**PDN straps and rails**

Drawn at 4 px/µm. Pins as bars on the die edge. Tap cells in grey.
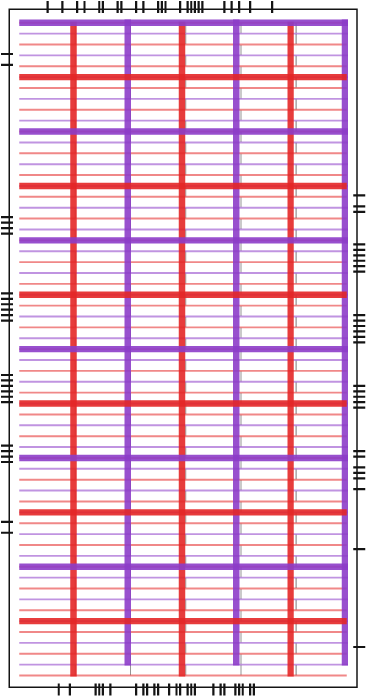
**Placed cells, one colour a class**

Drawn at 4 px/µm. Fill, decap, tap and diode cells in grey.
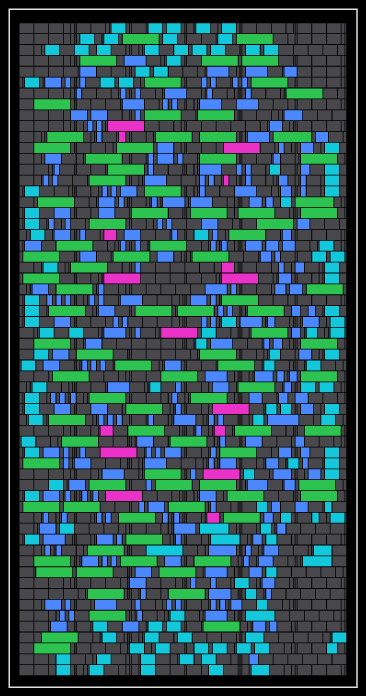
**Routed clock nets over the placement**

Drawn at 3 px/µm.
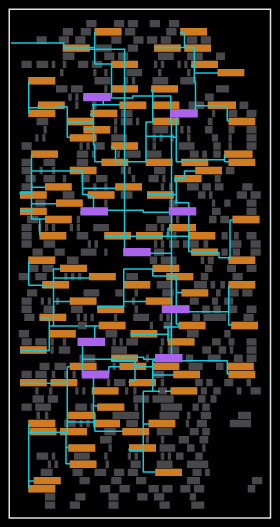
<file path="config.mk">
export PLATFORM = sky130hd
export DESIGN_NAME = pipe_stage_skid
export DESIGN_NICKNAME = d
export VERILOG_FILES = /design/src/rtl/pipe_stage_skid.sv
export SDC_FILE = /design/constraint.sdc
export NUM_CORES = 1
export LEC_CHECK = 0
export CELL_PAD_IN_SITES_DETAIL_PLACEMENT = 1
export CELL_PAD_IN_SITES_GLOBAL_PLACEMENT = 2
export CORE_ASPECT_RATIO = 2
export CORE_MARGIN = 2
export CORE_UTILIZATION = 32
export CTS_CLUSTER_DIAMETER = 50
export DETAILED_ROUTE_END_ITERATION = 10
export PLACE_DENSITY_LB_ADDON = 0.2
export REMOVE_ABC_BUFFERS = 1
export SLEW_MARGIN = 20
export SYNTH_ARGS = -nofsm -noshare
export SYNTH_HDL_FRONTEND = slang
export SYNTH_SLANG_ARGS = --single-unit
</file>
<file path="constraint.sdc">
create_clock -name Clk -period 1.9 [get_ports Clk]
set_input_delay 0.475 -clock Clk [delete_from_list [all_inputs] [get_ports Clk]]
set_output_delay 0.475 -clock Clk [all_outputs]
set_load 0.01 [all_outputs]
</file>
<file path="src/rtl/pipe_stage_skid.sv">
// Two-entry elastic pipeline stage: a main register driving the outputs plus a
// skid register, so in_ready depends only on registered state.
module pipe_stage_skid #(
    parameter int DATA_W = 32,
    parameter int DEST_W = 5,
    parameter int CNT_W  = 16
) (
    input  logic              Clk,
    input  logic              Reset,
    input  logic              flush,
    input  logic              in_valid,
    output logic              in_ready,
    input  logic              in_regwrite,
    input  logic [DEST_W-1:0] in_dest,
    input  logic [DATA_W-1:0] in_data,
    output logic              out_valid,
    input  logic              out_ready,
    output logic              out_regwrite,
    output logic [DEST_W-1:0] out_dest,
    output logic [DATA_W-1:0] out_data,
    output logic [1:0]        occupancy,
    output logic [CNT_W-1:0]  stall_cnt
);

    typedef enum logic [1:0] {
        EMPTY = 2'd0,
        ONE   = 2'd1,
        FULL  = 2'd2
    } state_t;

    state_t              state_reg;
    logic                m_regwrite_reg;
    logic [DEST_W-1:0]   m_dest_reg;
    logic [DATA_W-1:0]   m_data_reg;
    logic                s_regwrite_reg;
    logic [DEST_W-1:0]   s_dest_reg;
    logic [DATA_W-1:0]   s_data_reg;
    logic [CNT_W-1:0]    stall_cnt_reg;

    logic accept;
    logic rel;

    // Handshake flags come purely from the state register.
    assign in_ready  = (state_reg != FULL);
    assign out_valid = (state_reg != EMPTY);
    assign accept    = in_valid & in_ready;
    assign rel       = out_valid & out_ready;

    assign occupancy    = state_reg;
    assign out_regwrite = m_regwrite_reg & out_valid;
    assign out_dest     = m_dest_reg;
    assign out_data     = m_data_reg;
    assign stall_cnt    = stall_cnt_reg;

    always_ff @(posedge Clk or negedge Reset) begin
        if (!Reset) begin
            state_reg      <= EMPTY;
            m_regwrite_reg <= 1'b0;
            m_dest_reg     <= '0;
            m_data_reg     <= '0;
            s_regwrite_reg <= 1'b0;
            s_dest_reg     <= '0;
            s_data_reg     <= '0;
            stall_cnt_reg  <= '0;
        end else begin
            // Stall counting is independent of flush and saturates.
            if (out_valid && !out_ready && (stall_cnt_reg != {CNT_W{1'b1}}))
                stall_cnt_reg <= stall_cnt_reg + CNT_W'(1);

            if (flush) begin
                state_reg <= EMPTY;
            end else begin
                case (state_reg)
                    EMPTY: begin
                        if (accept) begin
                            m_regwrite_reg <= in_regwrite;
                            m_dest_reg     <= in_dest;
                            m_data_reg     <= in_data;
                            state_reg      <= ONE;
                        end
                    end
                    ONE: begin
                        if (accept && rel) begin
                            m_regwrite_reg <= in_regwrite;
                            m_dest_reg     <= in_dest;
                            m_data_reg     <= in_data;
                        end else if (accept) begin
                            s_regwrite_reg <= in_regwrite;
                            s_dest_reg     <= in_dest;
                            s_data_reg     <= in_data;
                            state_reg      <= FULL;
                        end else if (rel) begin
                            state_reg <= EMPTY;
                        end
                    end
                    FULL: begin
                        if (rel) begin
                            m_regwrite_reg <= s_regwrite_reg;
                            m_dest_reg     <= s_dest_reg;
                            m_data_reg     <= s_data_reg;
                            state_reg      <= ONE;
                        end
                    end
                    default: state_reg <= EMPTY;
                endcase
            end
        end
    end

endmodule
</file>
==> ci_impl_report.md <==
### Flow metrics

| Metric | Value |
|---|---|
| Status | completed |
| Synth Warn # | 0 |
| CTS tree | done |
| Root buffer cell | clkbuf_16 |
| CP peak stage delay | ~530 ps |
| Top cell excl fill/tap | nand2_1 |
| First-pass GRT wire length | around 18000 µm |
| Setup CP Type | flip-flop to output pin |
| DR pass1 iterations | 4 |
| Number of antenna violations at the first check in global routing | 0 |
| Worst Reg-to-Reg Cells | 5 |
| Reg-to-reg startpoint | stall_cnt[0] |
| Total placed cells including tap cells | about 630 |
| Yosys adder share | less than 1% |
| WP depth | 2 |
| Fp_density | between 30 and 40% |
| Most frequent cells in the layout | 121 x nand2_1, 93 x clkdlybuf4s50_1, 92 x dfrtp_1, 48 x mux2_2, 29 x mux2_4 |
| Final worst path period share | roughly 97% |
| Setup TNS | 0 ps |
| Post-layout util | between 40% and 50% |
| # clock sinks | 94 |
| Worst Setup End Kind | output pin |
| Post-Synthesis Cells | between 300 and 400 |
| Unrepaired setup endpoints after global routing | false |
| Area grow syn2layout | 37.6% |
| Ant. Diodes | 0 |
| Internal power | 4340 µW |
| P_sw | between 1500 and 2000 µW |
| CP Buf/Inv Count | 2 |
| Chip area | about 15000 µm² |
| Fin. Hold Viols | 0 |
| Gpl congestion | 0.762 |
| Fin crit period | around 1800 ps |
| Flop+latch power | approximately 2700 µW |
| Depth of the CTS H-tree | 3 |
Notes on 'PDN straps and rails' above:
[VSS] red
[VDD] purple
signal pins: 101
met4 straps: 6
met1 rails: 61
tap cells: 155
rows: 60
Placeable Area: 13400 µm²
die span in x: 86.6 µm
die height: 169 µm
Max VDD drop: 0.452 mV

Notes on 'placed cells, one colour a class' above:
[registers] green | cells: 94 | share of their area: 41%
[remaining logic cells] blue | cells: 260 | share of their area: 33%
[remaining buffers and delay cells] cyan | cells: 125 | share of their area: 22%
[clock drivers and dummy loads] magenta | cells: 16 | share of their area: 4.8%

Notes on 'routed clock nets over the placement' above:
[clock-net drivers] purple | count: 9
[flip-flops] orange | count: 94
[clock wires] cyan | length: 1280 µm
flops lie: all over the die
routed clock nets: 10
clock distribution power: 1690 µW
Worst Skew: 7.09 ps

==> final cells by class <==
type                            instances  area [µm²]
Timing Repair Buffer                  125        1250
Clock buffer                           10         229
Clock inverter                          6        47.5
Inverter                                1        3.75
Sequential cell                        94        2350
Tap cell                              155         194
Fill cell                            1460        7360
Multi-Input combinational cell        259        1920
==> layer usage <==
| metal | global-route usage [%] | routed length, µm | share of wire, % |
|---|---|---|---|
| met1 | 18.0 | 4360 | 37 |
| met2 | 30.8 | 6630 | 57 |
| met3 | 2.97 | 382 | 3.3 |
| met4 | 6.11 | 255 | 2.2 |
| met5 | 0 | 0 | 0 |
==> timing repair <==
item,in CTS,in global routing
hold endpoints to repair,11,0
pin swaps,0,1
endpoints found under the setup margin,4,58
hold buffers,1,0
gates cloned,0,1
resized,9,10
Power is estimated from default activity; no workload was simulated.
